<file path="config.mk">
export PLATFORM = sky130hd
export DESIGN_NAME = crc_appender
export DESIGN_NICKNAME = d
export VERILOG_FILES = /design/src/rtl/crc_appender.sv
export SDC_FILE = /design/constraint.sdc
export NUM_CORES = 1
export LEC_CHECK = 0
export ABC_CLOCK_PERIOD_IN_PS = 4000
export CORE_MARGIN = 2
export CORE_UTILIZATION = 40
export CTS_CLUSTER_DIAMETER = 100
export DETAILED_ROUTE_END_ITERATION = 7
export GPL_TIMING_DRIVEN = 0
export SLEW_MARGIN = 20
export SYNTH_ARGS = -nofsm -noshare
export SYNTH_HDL_FRONTEND = slang
export SYNTH_SLANG_ARGS = --single-unit
</file>
<file path="constraint.sdc">
create_clock -name clk -period 4 [get_ports clk]
set_clock_uncertainty 0.2 [all_clocks]
set_input_delay 0.6 -clock clk [delete_from_list [all_inputs] [get_ports clk]]
set_output_delay 0.6 -clock clk [all_outputs]
set_load 0.01 [all_outputs]
</file>
<file path="src/rtl/crc_appender.sv">
// Serial CRC5/CRC16 appender: passes packet bits through untouched,
// then shifts out the complemented CRC while holding off the encoder.
module crc_appender #(
  parameter int TOKEN_BITS = 11,
  parameter int DATA_BITS  = 64
) (
  input  logic clk,
  input  logic rst,
  input  logic in_bit,
  input  logic in_valid,
  output logic pause_out,
  output logic out_bit,
  output logic out_valid,
  input  logic pause_in,
  output logic busy,
  output logic pkt_done,
  output logic err
);

  localparam logic [2:0] S_IDLE  = 3'd0;
  localparam logic [2:0] S_PID   = 3'd1;
  localparam logic [2:0] S_TOKEN = 3'd2;
  localparam logic [2:0] S_DATA  = 3'd3;
  localparam logic [2:0] S_CRC   = 3'd4;

  localparam logic [6:0] TOK_LAST = 7'(TOKEN_BITS - 1);
  localparam logic [6:0] DAT_LAST = 7'(DATA_BITS - 1);

  localparam logic [4:0]  POLY5  = 5'b00101;
  localparam logic [15:0] POLY16 = 16'h8005;

  logic [2:0]  state;
  logic [6:0]  cnt;
  logic [4:0]  crc_cnt;
  logic [7:0]  pid_sr;
  logic [4:0]  crc5;
  logic [15:0] crc16;
  logic        is_data;
  logic        done_q;
  logic        err_q;

  logic        in_crc;
  logic        crc_bit;
  logic [4:0]  crc_idx;
  logic        in_xfer;
  logic        trunc;
  logic [7:0]  pid_nx;
  logic        chk_ok;
  logic        fb5;
  logic        fb16;
  logic [4:0]  crc5_nx;
  logic [15:0] crc16_nx;

  assign in_crc  = (state == S_CRC);
  assign crc_idx = crc_cnt - 5'd1;
  assign crc_bit = is_data ? ~crc16[crc_idx[3:0]]
                           : ~crc5[crc_idx[2:0]];

  // Outputs are forced low while reset is held.
  assign out_valid = !rst && (in_crc | in_valid);
  assign out_bit   = !rst && (in_crc ? crc_bit : in_bit);
  assign pause_out = !rst && (in_crc | pause_in);
  assign busy      = (state != S_IDLE);
  assign pkt_done  = done_q;
  assign err       = err_q;

  assign in_xfer = in_valid && !pause_out;
  assign trunc   = !in_valid && !pause_out;

  assign pid_nx = {pid_sr[6:0], in_bit};
  assign chk_ok = (pid_nx[7:4] == ~pid_nx[3:0]);

  assign fb5      = in_bit ^ crc5[4];
  assign crc5_nx  = {crc5[3:0], 1'b0} ^ (fb5 ? POLY5 : 5'd0);
  assign fb16     = in_bit ^ crc16[15];
  assign crc16_nx = {crc16[14:0], 1'b0}
                  ^ (fb16 ? POLY16 : 16'd0);

  always_ff @(posedge clk or posedge rst) begin
    if (rst) begin
      state   <= S_IDLE;
      cnt     <= 7'd0;
      crc_cnt <= 5'd0;
      pid_sr  <= 8'd0;
      crc5    <= 5'h1F;
      crc16   <= 16'hFFFF;
      is_data <= 1'b0;
      done_q  <= 1'b0;
      err_q   <= 1'b0;
    end else begin
      done_q <= 1'b0;
      err_q  <= 1'b0;
      case (state)
        S_IDLE: begin
          if (in_xfer) begin
            state  <= S_PID;
            cnt    <= 7'd1;
            pid_sr <= pid_nx;
          end
        end
        S_PID: begin
          if (in_xfer) begin
            pid_sr <= pid_nx;
            if (cnt == 7'd7) begin
              cnt <= 7'd0;
              if (!chk_ok) begin
                err_q <= 1'b1;
                state <= S_IDLE;
              end else begin
                case (pid_nx[3:0])
                  4'b0001, 4'b1001: begin
                    state   <= S_TOKEN;
                    crc5    <= 5'h1F;
                    is_data <= 1'b0;
                  end
                  4'b0011: begin
                    state   <= S_DATA;
                    crc16   <= 16'hFFFF;
                    is_data <= 1'b1;
                  end
                  4'b0010, 4'b1010: begin
                    done_q <= 1'b1;
                    state  <= S_IDLE;
                  end
                  default: begin
                    err_q  <= 1'b1;
                    done_q <= 1'b1;
                    state  <= S_IDLE;
                  end
                endcase
              end
            end else begin
              cnt <= cnt + 7'd1;
            end
          end else if (trunc) begin
            err_q <= 1'b1;
            state <= S_IDLE;
            cnt   <= 7'd0;
          end
        end
        S_TOKEN: begin
          if (in_xfer) begin
            crc5 <= crc5_nx;
            if (cnt == TOK_LAST) begin
              cnt     <= 7'd0;
              crc_cnt <= 5'd5;
              state   <= S_CRC;
            end else begin
              cnt <= cnt + 7'd1;
            end
          end else if (trunc) begin
            err_q <= 1'b1;
            state <= S_IDLE;
            cnt   <= 7'd0;
          end
        end
        S_DATA: begin
          if (in_xfer) begin
            crc16 <= crc16_nx;
            if (cnt == DAT_LAST) begin
              cnt     <= 7'd0;
              crc_cnt <= 5'd16;
              state   <= S_CRC;
            end else begin
              cnt <= cnt + 7'd1;
            end
          end else if (trunc) begin
            err_q <= 1'b1;
            state <= S_IDLE;
            cnt   <= 7'd0;
          end
        end
        S_CRC: begin
          if (!pause_in) begin
            if (crc_cnt == 5'd1) begin
              done_q  <= 1'b1;
              crc_cnt <= 5'd0;
              state   <= S_IDLE;
            end else begin
              crc_cnt <= crc_cnt - 5'd1;
            end
          end
        end
        default: state <= S_IDLE;
      endcase
    end
  end

endmodule
</file>
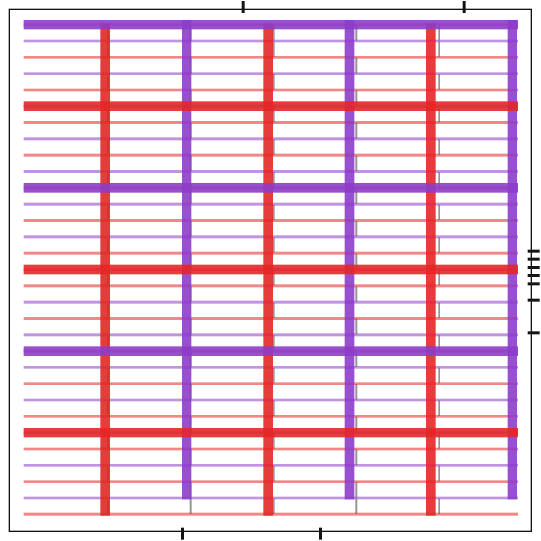
*Floorplan with the power grid, run 1*
Scale: 6 px per µm. Pins as bars on the die edge. Tap cells in grey.
net	colour
VDD	purple
VSS	red
met5 straps	6
tap cells	80
met1 rails	31
signal pins	11
Max rail drop VDD: 0.000143 V
Core ar.: 0.00672 mm²
Die Y: 86.8 µm
Die Width: 86.8 µm

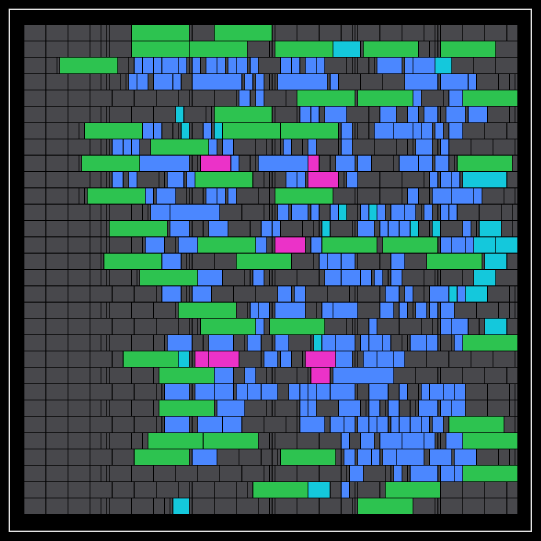
*Cells coloured by class, run 1*
Scale: 6 px per µm. Fill, decap, tap and diode cells in grey.
class	colour	cells
flip-flops	green	46
all other logic	blue	233
clock drivers and dummy loads	magenta	8
other buffers and delay cells	cyan	23

==> summary.txt, run 1 <==
Results of the flow run.

The flow ran to the end, and the final reports show no timing, DRC or antenna violations. The synthesis run shows multiplexers occupying ~8.5% of the cell area. The initial antenna violation count is 0. The deepest clock path buffer count stands at 2. The repair_antennas step left the layout with diodes totalling 0.

The cell count after placement stands at about 380. The worst setup path is launched from a register. The pre-antenna-repair detailed-routing pass consisted of 4 iterations. The slack of the worst reg-to-reg path stands at 1240 ps.

The share of the core area taken by cells at floorplan is 40.8%. The post-synthesis share of cell area spent on and, or, nand and nor gates stands at approximately 22%. Grouping stages by cell kind, the critical path spends the most delay in buffers and inverters. The cell row count stands at 30. Yosys shows that the main logic family after synthesis is simple AND/OR/NAND/NOR gates. The number of warnings in the stage logs stands at 28. The area taken by multi-input combinational cells is reported as 0.00147 mm². Sorting the synthesis cell report by count puts at the top sky130_fd_sc_hd__nor2_1.

Looking at the cell usage after synthesis, the top flip-flop cell is sky130_fd_sc_hd__dfrtp_1. The combinational group power stands at 256 µW. Per report_power, the combinational group accounts for 22.7% of the total. Data arrives at the worst endpoint at approximately 2700 ps. After layout, the minimum clock period comes to 3470 ps. The number of maximum-capacitance constraint violations stands at 0.

The largest registers in the layout are crc16 (16), cnt (7), pid_sr (7). In this run the layout overhead on the synthesized area is reported as 11.1%. The net count of the finished layout stands at 318. The final timing report lists a hold violation count of 0. Wire segments on met3 add up to approximately 150 µm in the final route. The clock network power stands at 294 µW. Looking at hold timing, the worst path starts from crc16[3]$_DFFE_PP1P_. The layout report gives the multi-input gate share of total cell area as 48.3%.
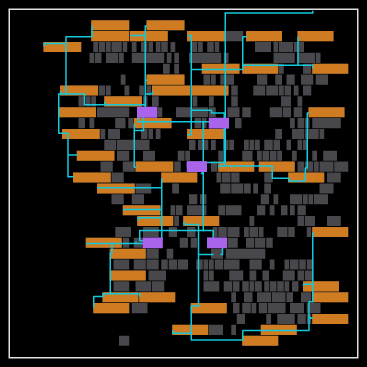
*Routed clock nets over the placement, run 1*
Scale: 4 px per µm.
[flip-flops] orange | count: 46
[cells driving clock nets] purple | count: 5
[clock wires] cyan | length: 626 µm
routed clock nets	6

## Run 2: what changed since run 1
--- a/config.mk
+++ b/config.mk
@@ -6,8 +6,8 @@
 export NUM_CORES = 1
 export LEC_CHECK = 0
 export ABC_CLOCK_PERIOD_IN_PS = 4000
-export CORE_MARGIN = 2
-export CORE_UTILIZATION = 40
+export CORE_MARGIN = 3
+export CORE_UTILIZATION = 30
 export CTS_CLUSTER_DIAMETER = 100
 export DETAILED_ROUTE_END_ITERATION = 7
 export GPL_TIMING_DRIVEN = 0
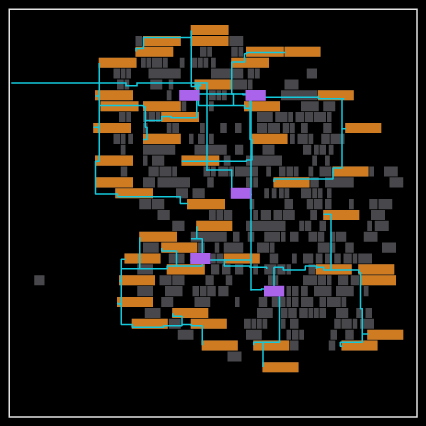
*Routed clock nets over the placement, run 2*
Scale: 4 px per µm.
[flip-flops] orange | count: 46
[cells driving clock nets] purple | count: 5
[clock wires] cyan | length: 671 µm
routed clock nets	6
part of the total power dissipated in the clock network: 31.0%
clk latency late pin: 310 ps

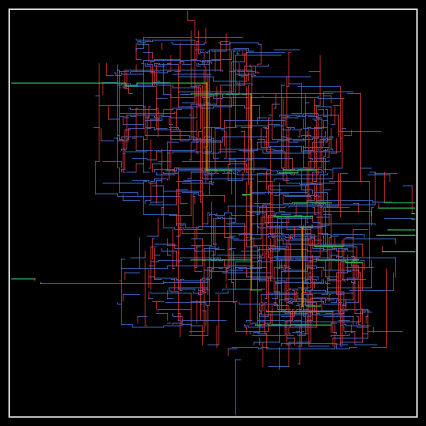
*Metal layers overlaid, run 2*
Scale: 4 px per µm.
layer	colour	wire length
met3	green	233 µm
met1	blue	3170 µm
met2	red	2900 µm
met4	orange	90.4 µm
final routed wirelength across all metal layers: 6390 µm
Tot GR Track Use: 13.8%

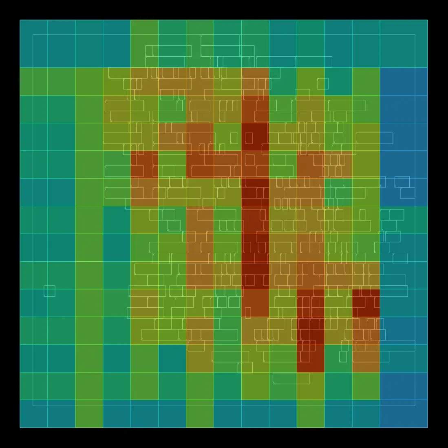
*Track usage over the die, run 2*
met2 track demand over resource in global routing: 21.8%
layer carrying the most global-route usage: met2

==> summary.txt, run 2 <==
Results of the flow run.

On the critical path the data arrives at slightly below 3000 ps. The flow ran to the end, and the final reports show no timing, DRC or antenna violations. Leaving out the clock tree, the finished layout contains an inverter count of 10. The combinational group power stands at 257 µW. The report counts max-capacitance violations totalling 0. After the last flow step, the layout net total stands at roughly 320. The floorplan has 34 rows.

The synthesis stats list as the most numerous cell sky130_fd_sc_hd__nor2_1. The combinational share of power stands at 21.2%. The repair_antennas step left the layout with diodes totalling 0. After detailed placement, the design holds a cell count of between 400 and 500. Among all flip-flop cells after synthesis, the most frequent one is sky130_fd_sc_hd__dfrtp_1. The core utilization before placement stands at 31.1%. The hold violation total from the final report stands at 0. The fraction of area in multi-input gates stands at between 40% and 50%. The worst setup path is launched from a register. The core region is 0.00881 mm². The proportion of synthesized area in mux cells stands at between 8 and 9%. The vertical die dimension reported for this design is 102 µm. The initial antenna violation count stands at 0. The worst hold path begins at crc16[4]$_DFFE_PP1P_. The first-pass iteration count of the detailed router stands at 4. The worst setup path is of the register to primary output kind. After synthesis, the largest family of logic cells by area is simple AND/OR/NAND/NOR gates.

According to the floorplan report, the die width is 102 µm. The routed design uses 232 µm of met3 wire. The post-synthesis share of cell area spent on and, or, nand and nor gates stands at around 22%. The area growth from synthesis to layout stands at 14.3%. Subtracting the final worst setup slack from the clock period gives 3780 ps. The slack of the worst reg-to-reg path stands at 1180 ps. Among cell families on the critical path, the largest total delay comes from buffers and inverters. Summed over the clock group, the power is 376 µW. The number of warnings in the stage logs stands at 28.
## Run 3: what changed since run 2
--- a/config.mk
+++ b/config.mk
@@ -11,6 +11,8 @@
 export CTS_CLUSTER_DIAMETER = 100
 export DETAILED_ROUTE_END_ITERATION = 7
 export GPL_TIMING_DRIVEN = 0
+export PLACE_DENSITY = 0.54
+export REMOVE_ABC_BUFFERS = 1
 export SLEW_MARGIN = 20
 export SYNTH_ARGS = -nofsm -noshare
 export SYNTH_HDL_FRONTEND = slang
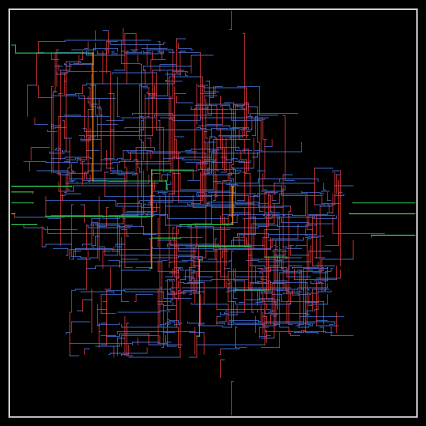
*Metal layers overlaid, run 3*
Scale: 4 px per µm.
layer	colour	wire length
met3	green	204 µm
met2	red	2820 µm
met4	orange	85.0 µm
met1	blue	3200 µm

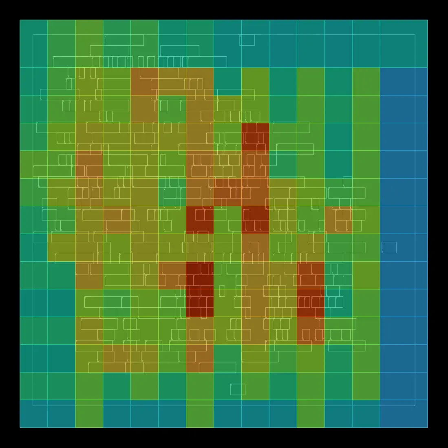
*Track usage over the die, run 3*
met3 capacity usage during global routing: 2.27%
layer carrying the most global-route usage: met1
met2 track demand over resource in global routing: 19.0%
Tot GR Track Use: 13.0%
average wire per cell in the routed design: 15.5 µm

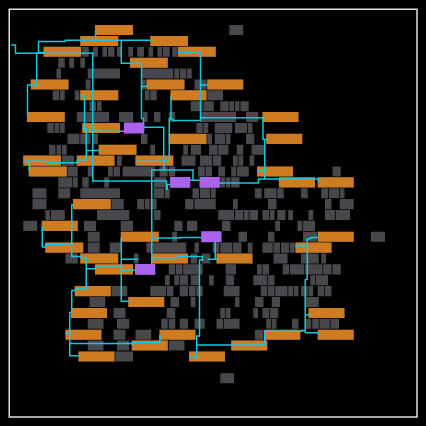
*Routed clock nets over the placement, run 3*
Scale: 4 px per µm.
[clock wires] cyan | length: 655 µm
[flip-flops] orange | count: 46
[cells driving clock nets] purple | count: 5
flops lie	spread over the die

==> summary.txt, run 3 <==
Results of the flow run.

Summing all multi-input logic gate instances after layout gives between 0.001 and 0.0015 mm². The arrival time at the worst endpoint stands at 2930 ps. After clock tree synthesis, the flow added hold-fix buffers numbering 0. The critical path is of the register to primary output type. The met3 layer wire length in the routed design stands at 204 µm.

STA classifies the critical path startpoint as a register. The area growth from synthesis to layout stands at 12.1%. The via count of the first global-routing pass was 2127. The combinational group power stands at 241 µW. Wire segments on met2 add up to 2820 µm in the final route. The hold violation total from the final report stands at 0. The leakage dissipation stands at ~1.2 nW. The post-synthesis share of cell area spent on and, or, nand and nor gates stands at ~22%. Per the detail_route log, the uppermost layer with routed signals is met4. The registers reported with the highest flop counts are crc16 (16), cnt (7), pid_sr (7).

The first-pass iteration count of the detailed router stands at 4. The net count of the finished layout is 308. The fraction of area in multi-input gates stands at a little under half. Per the hold report, the tightest min-delay path originates at crc16[8]$_DFFE_PP1P_. Per the OpenROAD floorplan log, the height of the die is 102 µm. The maximum vdd drop stands at 0.000155 V. The adder-cell share of the synthesized area stands at 1.83%. The initialized floorplan defines 34 standard-cell rows. Yosys reports the multiplexer fraction of the synthesized area as under 10%.

The detailed-placement wirelength estimate stands at 4380 µm. The cell count after placement stands at 398. The standard cell core area stands at between 0.008 and 0.009 mm².

The initial antenna violation count is 0. Among the non-sequential cells, simple AND/OR/NAND/NOR gates take the most area. Summed over the clock group, the power is between 300 and 400 µW.

The number of maximum-capacitance constraint violations stands at 0. The synthesis stat section lists a flop and latch total of about 46. The slack of the worst reg-to-reg path stands at around 1200 ps. The most used flip-flop cell after synthesis is sky130_fd_sc_hd__dfrtp_1. The share of total power dissipated in combinational logic is 20.8%.

Looking at the power breakdown, the clock network takes between 20 and 30% of the total. The most frequently used library cell after synthesis is sky130_fd_sc_hd__nor2_1. The die is 102 µm wide.

The remaining global-route overflow stands at 0. The number of warnings in the stage logs stands at 27. The total inserted antenna cells stands at 0. At the later pin of the worst-skew pair, clock insertion delay measures ~300 ps. The run finished with clean final reports. The core utilization before placement stands at between 30% and 40%. The largest stage delay on the critical path stands at 610 ps.

The layout has 10 inverters outside the clock class. The wire length recorded after detailed routing is 6310 µm.
Power is estimated from default activity; no workload was simulated.
